==> src/rtl/ex_stage.sv <==
// Execute stage: ALU, branch-target adder and an iterative radix-2 multiplier,
// registering the result and the WB/M control into the EX/MEM boundary.
//
// Upstream handshake: stall is the only flow-control signal. While stall is 1,
// IF/ID and ID/EX must hold their contents and present the same instruction
// again. When stall is 0 at a rising edge, the instruction on the inputs is
// consumed (or discarded, if it is a bubble or flushed). A MUL raises stall
// in its accept cycle and keeps it high for all but its final busy cycle.
// out_valid marks a cycle in which the EX/MEM outputs hold a real result.
module ex_stage #(
  parameter int XLEN = 64
) (
  input  logic            clk,
  input  logic            rst,
  input  logic            in_valid,
  input  logic            flush,
  input  logic            alu_src,
  input  logic [3:0]      alu_ctrl,
  input  logic [1:0]      wb_in,
  input  logic [1:0]      m_in,
  input  logic [XLEN-1:0] pc,
  input  logic [XLEN-1:0] rs1_data,
  input  logic [XLEN-1:0] rs2_data,
  input  logic [XLEN-1:0] imm,
  output logic            stall,
  output logic            out_valid,
  output logic [1:0]      wb_out,
  output logic [1:0]      m_out,
  output logic [XLEN-1:0] alu_result,
  output logic [XLEN-1:0] store_data,
  output logic [XLEN-1:0] branch_target,
  output logic            zero
);

  localparam int CW = $clog2(XLEN) + 1;

  localparam logic [3:0] OP_AND = 4'b0000;
  localparam logic [3:0] OP_OR  = 4'b0001;
  localparam logic [3:0] OP_ADD = 4'b0010;
  localparam logic [3:0] OP_SUB = 4'b0110;
  localparam logic [3:0] OP_SLT = 4'b0111;
  localparam logic [3:0] OP_MUL = 4'b1000;

  typedef enum logic {IDLE, BUSY} state_t;

  state_t            state_q;
  logic [CW-1:0]     count_q;
  logic [XLEN-1:0]   mcand_q;
  logic [XLEN-1:0]   mplier_q;
  logic [XLEN-1:0]   acc_q;
  logic [1:0]        wb_lat_q;
  logic [1:0]        m_lat_q;
  logic [XLEN-1:0]   sd_lat_q;
  logic [XLEN-1:0]   bt_lat_q;

  logic              out_valid_q;
  logic [1:0]        wb_out_q;
  logic [1:0]        m_out_q;
  logic [XLEN-1:0]   alu_result_q;
  logic [XLEN-1:0]   store_data_q;
  logic [XLEN-1:0]   branch_target_q;
  logic              zero_q;

  logic [XLEN-1:0]   op_b;
  logic [XLEN-1:0]   alu_d;
  logic [XLEN-1:0]   acc_d;
  logic [XLEN-1:0]   bt_d;
  logic              is_mul;
  logic              last_busy;

  assign op_b      = alu_src ? imm : rs2_data;
  assign bt_d      = pc + (imm << 1);
  assign is_mul    = (alu_ctrl == OP_MUL);
  assign last_busy = (count_q == CW'(XLEN - 1));
  assign acc_d     = acc_q + (mplier_q[0] ? mcand_q : '0);

  // Single-cycle ALU result for every non-MUL operation.
  always_comb begin
    alu_d = '0;
    case (alu_ctrl)
      OP_AND:  alu_d = rs1_data & op_b;
      OP_OR:   alu_d = rs1_data | op_b;
      OP_ADD:  alu_d = rs1_data + op_b;
      OP_SUB:  alu_d = rs1_data - op_b;
      OP_SLT:  alu_d = {{(XLEN-1){1'b0}}, ($signed(rs1_data) < $signed(op_b))};
      default: alu_d = '0;
    endcase
  end

  // Hold upstream from the MUL accept cycle until the final busy cycle; reset
  // and flush both release it immediately.
  always_comb begin
    stall = 1'b0;
    if (!rst) begin
      if (state_q == IDLE)
        stall = in_valid && !flush && is_mul;
      else
        stall = !flush && !last_busy;
    end
  end

  // Control FSM, multiplier datapath and EX/MEM output registers.
  always_ff @(posedge clk) begin
    if (rst) begin
      state_q         <= IDLE;
      count_q         <= '0;
      mcand_q         <= '0;
      mplier_q        <= '0;
      acc_q           <= '0;
      wb_lat_q        <= '0;
      m_lat_q         <= '0;
      sd_lat_q        <= '0;
      bt_lat_q        <= '0;
      out_valid_q     <= 1'b0;
      wb_out_q        <= '0;
      m_out_q         <= '0;
      alu_result_q    <= '0;
      store_data_q    <= '0;
      branch_target_q <= '0;
      zero_q          <= 1'b0;
    end else begin
      case (state_q)
        IDLE: begin
          if (in_valid && !flush && is_mul) begin
            state_q     <= BUSY;
            count_q     <= '0;
            mcand_q     <= rs1_data;
            mplier_q    <= op_b;
            acc_q       <= '0;
            wb_lat_q    <= wb_in;
            m_lat_q     <= m_in;
            sd_lat_q    <= rs2_data;
            bt_lat_q    <= bt_d;
            out_valid_q <= 1'b0;
            wb_out_q    <= '0;
            m_out_q     <= '0;
          end else if (in_valid && !flush) begin
            out_valid_q     <= 1'b1;
            wb_out_q        <= wb_in;
            m_out_q         <= m_in;
            alu_result_q    <= alu_d;
            store_data_q    <= rs2_data;
            branch_target_q <= bt_d;
            zero_q          <= (alu_d == '0);
          end else begin
            // Bubble: control cleared, data registers keep their last values.
            out_valid_q <= 1'b0;
            wb_out_q    <= '0;
            m_out_q     <= '0;
          end
        end
        BUSY: begin
          if (flush) begin
            state_q     <= IDLE;
            out_valid_q <= 1'b0;
            wb_out_q    <= '0;
            m_out_q     <= '0;
          end else begin
            acc_q    <= acc_d;
            mcand_q  <= mcand_q << 1;
            mplier_q <= mplier_q >> 1;
            count_q  <= count_q + CW'(1);
            if (last_busy) begin
              state_q         <= IDLE;
              out_valid_q     <= 1'b1;
              wb_out_q        <= wb_lat_q;
              m_out_q         <= m_lat_q;
              alu_result_q    <= acc_d;
              store_data_q    <= sd_lat_q;
              branch_target_q <= bt_lat_q;
              zero_q          <= (acc_d == '0);
            end else begin
              out_valid_q <= 1'b0;
              wb_out_q    <= '0;
              m_out_q     <= '0;
            end
          end
        end
        default: state_q <= IDLE;
      endcase
    end
  end

  assign out_valid     = out_valid_q;
  assign wb_out        = wb_out_q;
  assign m_out         = m_out_q;
  assign alu_result    = alu_result_q;
  assign store_data    = store_data_q;
  assign branch_target = branch_target_q;
  assign zero          = zero_q;

endmodule

==> config.mk <==
export PLATFORM = sky130hd
export DESIGN_NAME = ex_stage
export DESIGN_NICKNAME = d
export VERILOG_FILES = /design/src/rtl/ex_stage.sv
export SDC_FILE = /design/constraint.sdc
export NUM_CORES = 2
export LEC_CHECK = 0
export CAP_MARGIN = 40
export CORE_MARGIN = 1
export CORE_UTILIZATION = 35
export DETAILED_ROUTE_END_ITERATION = 6
export SETUP_SLACK_MARGIN = 0.1
export SYNTH_ARGS = -nofsm -noshare
export SYNTH_HDL_FRONTEND = slang
export SYNTH_SLANG_ARGS = --single-unit
==> constraint.sdc <==
create_clock -name clk -period 9.9 [get_ports clk]
set_clock_uncertainty 0.05 [all_clocks]
set_input_delay 0.99 -clock clk [delete_from_list [all_inputs] [get_ports clk]]
set_output_delay 0.99 -clock clk [all_outputs]
set_load 0.005 [all_outputs]
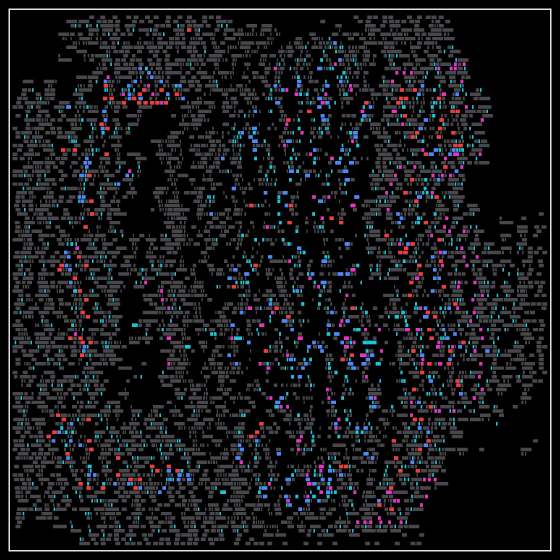
Figure 1: gate-type map.
family	colour	cells
NOR gates	cyan	745
AND-OR and OR-AND gates	blue	203
XOR/XNOR gates	red	141
AND and OR gates	magenta	166
Post-Layout Cell Count: 7367
fraction of area in multi-input gates: 56.5%

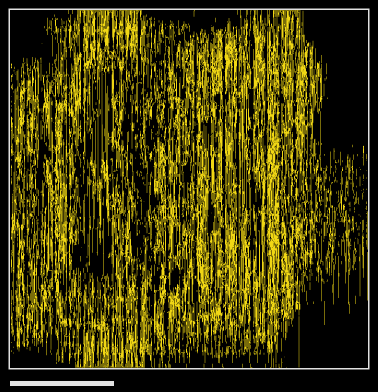
Figure 2: signal wires on met2.
Scale bar: 100 um.
longest straight run	135 um
main direction	vertical
share of all routed wire	43%
wire length on this layer	76.2 mm
nets with wire on the layer	5175

==> GITHUB_STEP_SUMMARY <==
## Synthesis and layout report

| Metric | Value |
|---|---|
| Tot Pwr | `6610 uW` |
| Final Wtd Congestion | `1.02` |
| Distinct cells, synth | `96` |
| Gate Area | `27700 sq um` |
| P_sw | `2240 uW` |
| Critical path's slowest cell | `buf_4` |
| MUX area fraction | `6.83%` |
| Dpl cell area | `46700 sq um` |
| GRT busiest layer | `met2` |
| # Post-CTS Setup Buffers | `0` |
| Fmax | `0.147 GHz` |
| Commonest cells post-synth | `nand2_1 (759), a21oi_1 (617), nor2_1 (580)` |
| Chip Width | `343 um` |
| Syn nets | `6164` |
| WL met3 | `16.5 mm` |
| Slew headroom | `32.1%` |
| Cycle use final | `68.8%` |
| Met2 wire len | `76.2 mm` |
| Core ar. | `115000 sq um` |
| Largest net degree at the start of global routing | `176` |
| Final-report hold violation count | `0` |
| Async SR Flop Fraction | `0%` |
| CP Data Arrival Time | `7.33 ns` |
| # setup viols final | `0` |
| Status | `finished, final reports clean` |
| Via-to-Cell Ratio | `5.84` |
| Worst setup margin | `3.09 ns` |
| Design area | `49000 sq um` |
[path summary, 6_finish.rpt]
check,to,slack (ns),cells after the start
hold / removal,branch_target[2]$_SDFFE_PP0P_,0.40,2
setup reg to reg,zero$_SDFFE_PP0P_,4.32,16
setup / recovery,zero$_SDFFE_PP0P_,3.09,18
hold reg to reg,branch_target[2]$_SDFFE_PP0P_,0.40,2
[worst min-delay path, delay by kind of cell, from the launching register on]
kind	cells	cell delay [ns]
compound gates	1	0.05
flops	1	0.30
simple gates	1	0.05
[area by class of cell]
class	instances	area share [%]
multi-input cells	4369	56.5
diodes	5	0.0255
repair buffers	543	11.1
inverters	288	2.21
well taps	1512	3.86
clock buffers	87	3.87
flip-flops and latches	530	21.7
clock inverters	33	0.787
[placed cells by master (no fill, tap or decap), drive strengths merged, types with 28 or more instances in the layout]
master / count
nand2: 759
a21oi: 618
nor2: 580
dfxtp: 530
clkdlybuf4s50: 464
ha: 320
o21ai: 312
inv: 292
mux2i: 276
a211oi: 199
xnor2: 88
o211ai: 87
clkbuf: 87
and2: 83
a21o: 79
buf: 77
nor3: 65
nand4: 64
nand3: 64
nor4: 56
a22oi: 56
o31ai: 55
xor2: 53
a31oi: 52
o21bai: 44
nand2b: 40
o21a: 37
nor2b: 33
a221oi: 28
[state kept, by name, indices dropped and copies added (netlist names), 2 cells and up]
name,count
sd_lat_q,64
wb_lat_q,2
store_data,64
wb_out,2
mcand_q,64
alu_result,64
count_q,7
bt_lat_q,64
m_out,2
branch_target,64
mplier_q,64
m_lat_q,2
acc_q,64
[power groups by stage]
stage               logic, uW  clock network (uW)  registers [uW]
CTS                      1770                2630            2230
global route             1930                2720            2240
floorplan                1020                   0            2280
global placement         1750                   0            2280
finish                   1800                2580            2230
detailed placement       1760                   0            2280
No activity file was given, so power comes from the tool's default toggle rates.
